Fig. 1: wiring heat map
Scale bar: 20 µm. 10 x 10 tiles, from dark blue (low) to red (high), scaled to the fullest tile. Values are wire area over tile area, all layers added.
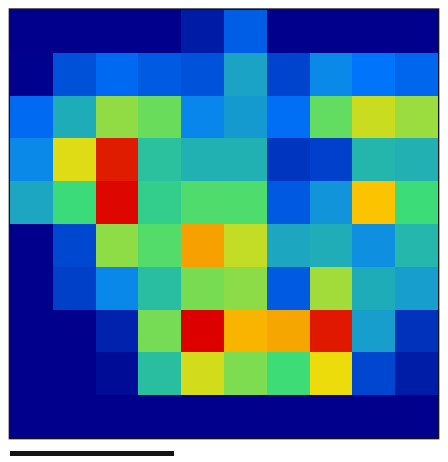
Fig. 2: wiring by layer
Scale bar: 20 µm.
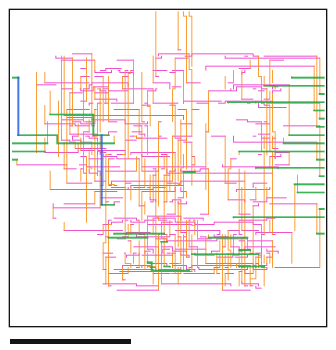
Fig. 3: register map, names as in the netlist
Scale bar: 20 µm. Other sequential cells in the stronger gray, the rest of the logic in the fainter gray.
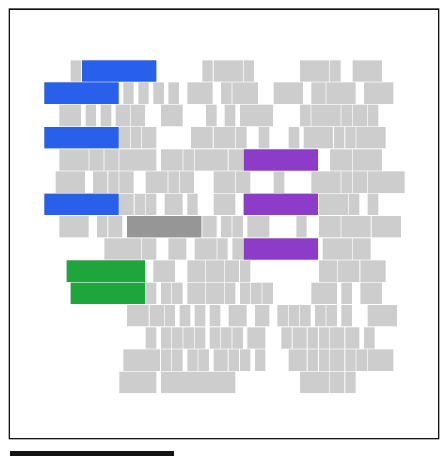
`src/rtl/fifo_wr_arbiter.sv`:
```
`default_nettype none
//==============================================================================
// Module   : fifo_wr_arbiter
// Purpose  : Round-robin, burst-bounded arbiter sharing one FIFO write port.
//            Optional fixed priority for requester 0 when FIFO_ARB_PRIO_EN
//            is defined.
// Revision : 1.0 - initial release
//==============================================================================
module fifo_wr_arbiter #(
   parameter int DATO_WIDTH = 3,
   parameter int N_REQ      = 3,
   parameter int BURST_MAX  = 4
) (
   input  logic                        wclk,
   input  logic                        rst,
   input  logic [N_REQ-1:0]            req,
   input  logic [N_REQ*DATO_WIDTH-1:0] req_data,
   output logic [N_REQ-1:0]            ack,
   output logic [N_REQ-1:0]            grant,
   input  logic                        fifo_full,
   output logic                        fifo_wr,
   output logic [DATO_WIDTH-1:0]       fifo_din,
   output logic                        busy
);

   localparam int         c_LW         = (N_REQ > 1) ? $clog2(N_REQ) : 1;
   localparam logic [3:0] c_BURST_LAST = 4'(BURST_MAX - 1);

   typedef enum logic [0:0] {
      ST_IDLE  = 1'b0,
      ST_WRITE = 1'b1
   } state_t;

   state_t              r_state;
   logic [3:0]          r_cnt;
   logic [c_LW-1:0]     r_last;

   logic [c_LW-1:0]     w_win_idx;
   logic [c_LW-1:0]     w_owner;
   logic [DATO_WIDTH-1:0] w_din;
   logic                w_found;
   logic                w_own_req;
   logic                w_preempt;
   logic                w_leave;
   int                  w_cand;

   // Search upward from last+1 so the most recent owner is served last.
   always_comb begin
      w_win_idx = '0;
      w_found   = 1'b0;
      w_cand    = 0;
      for (int k = 1; k <= N_REQ; k++) begin
         w_cand = int'(r_last) + k;
         if (w_cand >= N_REQ) w_cand = w_cand - N_REQ;
         if (!w_found && req[w_cand]) begin
            w_found   = 1'b1;
            w_win_idx = c_LW'(w_cand);
         end
      end
`ifdef FIFO_ARB_PRIO_EN
      if (req[0]) w_win_idx = '0;
`endif
   end

   always_comb begin
      w_owner = '0;
      w_din   = '0;
      for (int i = 0; i < N_REQ; i++) begin
         if (grant[i]) begin
            w_owner = c_LW'(i);
            w_din   = w_din | req_data[i*DATO_WIDTH +: DATO_WIDTH];
         end
      end
   end

   assign w_own_req = |(grant & req);
   assign fifo_wr   = (r_state == ST_WRITE) && w_own_req && !fifo_full;
   assign fifo_din  = w_din;
   assign ack       = grant & {N_REQ{fifo_wr}};
   assign busy      = (r_state == ST_WRITE);

`ifdef FIFO_ARB_PRIO_EN
   // Requester 0 cuts another owner's burst short, even while stalled on full.
   assign w_preempt = (r_state == ST_WRITE) && !grant[0] && req[0];
`else
   assign w_preempt = 1'b0;
`endif

   assign w_leave = (fifo_wr && (r_cnt == c_BURST_LAST)) || !w_own_req || w_preempt;

   always_ff @(posedge wclk or posedge rst) begin
      if (rst) begin
         r_state <= ST_IDLE;
         grant   <= '0;
         r_cnt   <= '0;
         r_last  <= c_LW'(N_REQ - 1);
      end else begin
         case (r_state)
            ST_IDLE: begin
               if (|req) begin
                  grant   <= N_REQ'(1) << w_win_idx;
                  r_cnt   <= '0;
                  r_state <= ST_WRITE;
               end
            end
            ST_WRITE: begin
               if (fifo_wr) r_cnt <= r_cnt + 4'd1;
               if (w_leave) begin
                  r_state <= ST_IDLE;
                  grant   <= '0;
                  r_cnt   <= '0;
                  r_last  <= w_owner;
               end
            end
            default: begin
               r_state <= ST_IDLE;
               grant   <= '0;
            end
         endcase
      end
   end

endmodule
`default_nettype wire

```
`config.mk`:
```
export PLATFORM = sky130hd
export DESIGN_NAME = fifo_wr_arbiter
export DESIGN_NICKNAME = d
export VERILOG_FILES = /design/src/rtl/fifo_wr_arbiter.sv
export SDC_FILE = /design/constraint.sdc
export NUM_CORES = 1
export LEC_CHECK = 0
export ABC_AREA = 1
export CORE_MARGIN = 4
export CORE_UTILIZATION = 45
export CTS_CLUSTER_SIZE = 14
export DETAILED_ROUTE_END_ITERATION = 16
export GPL_ROUTABILITY_DRIVEN = 0
export PLACE_DENSITY_LB_ADDON = 0.2
export RECOVER_POWER = 100
export SYNTH_ARGS = -nofsm -noshare
export SYNTH_HDL_FRONTEND = slang
export SYNTH_SLANG_ARGS = --single-unit
export TNS_END_PERCENT = 100
```
`constraint.sdc`:
```
create_clock -name wclk -period 2 [get_ports wclk]
set_clock_uncertainty 0.1 [all_clocks]
set_input_delay 0.4 -clock wclk [delete_from_list [all_inputs] [get_ports wclk]]
set_output_delay 0.4 -clock wclk [all_outputs]
set_load 0.005 [all_outputs]
```
==> run_results.csv <==
group,metric,value,unit
outcome,status,"finished, final reports clean",
worst_setup_path,worstSetupEndpoint,"ack[2]",
power_and_ir_drop,p_comb_frac,0.701,
drt,postRouteWirelength,2.30,mm
sta,hold_viol_final,0,
finish,nonClockInverterCount,22,
drt,drt-initial-drc-count,37,
synthesis,synth-area-yosys,885,µm²
global_routing,met2_usage,0.335,
clock_network,cts_resized,11,
synthesis,topCellsByArea,"dfrtp_1 (25%), nand2_1 (20%), nand3_1 (7.9%), inv_1 (7.6%), ha_1 (5.7%)",
power_and_ir_drop,total_power,1.56,mW
power_and_ir_drop,p_int,0.835,mW
power_and_ir_drop,pg_seq,0.314,mW
synthesis,synth_area,885,µm²
synthesis,edf_count,0,
worst_hold_path,min_from,"r_last[1]$_DFFE_PP1P_",
finish,fillers,167,
synthesis,yosys_cells,137,
finish,buf_share,0.273,
finish,synthToLayoutAreaGrowth,42.9,%
finish,final_area,1260,µm²
global_routing,grt_usage,0.190,
floorplanning,core_area,1800,µm²
worst_setup_path,cp-startpoint,"fifo_full",
place,placed_area,1240,µm²
clock_network,cts_max_level,1,
job,maxCapViolCount,0,
power_and_ir_drop,p_comb,1.09,mW
power_and_ir_drop,power.group.top,"combinational logic",
finish,layout.nets,198,
finish,lay_top_count,"nand2_1",
synthesis,top_cell,"nand2_1",
worst_setup_path,worstSetupPathType,"in -> out",
clock_network,clk_pin_slew,0.06,ns
finish,final-seq-area,251,µm²
floorplanning,die_area,2740,µm²
sta,rsz0062_at_grt,"no",
Back to the opening pictures, Fig. 1:
nearly empty tiles = 25%
tiles over half the peak = 27%
fullest tile = 0.44

Back to the opening pictures, Fig. 2:
orange -> M2  # wire length 1,080 µm
green -> M3  # wire length 196 µm
blue -> M4  # wire length 21.1 µm
magenta -> M1  # wire length 1,000 µm

Back to the opening pictures, Fig. 3:
blue -> r_cnt  # sequential cells 4, where upper left
green -> r_last  # sequential cells 2
purple -> grant  # sequential cells 3
not colored = 1

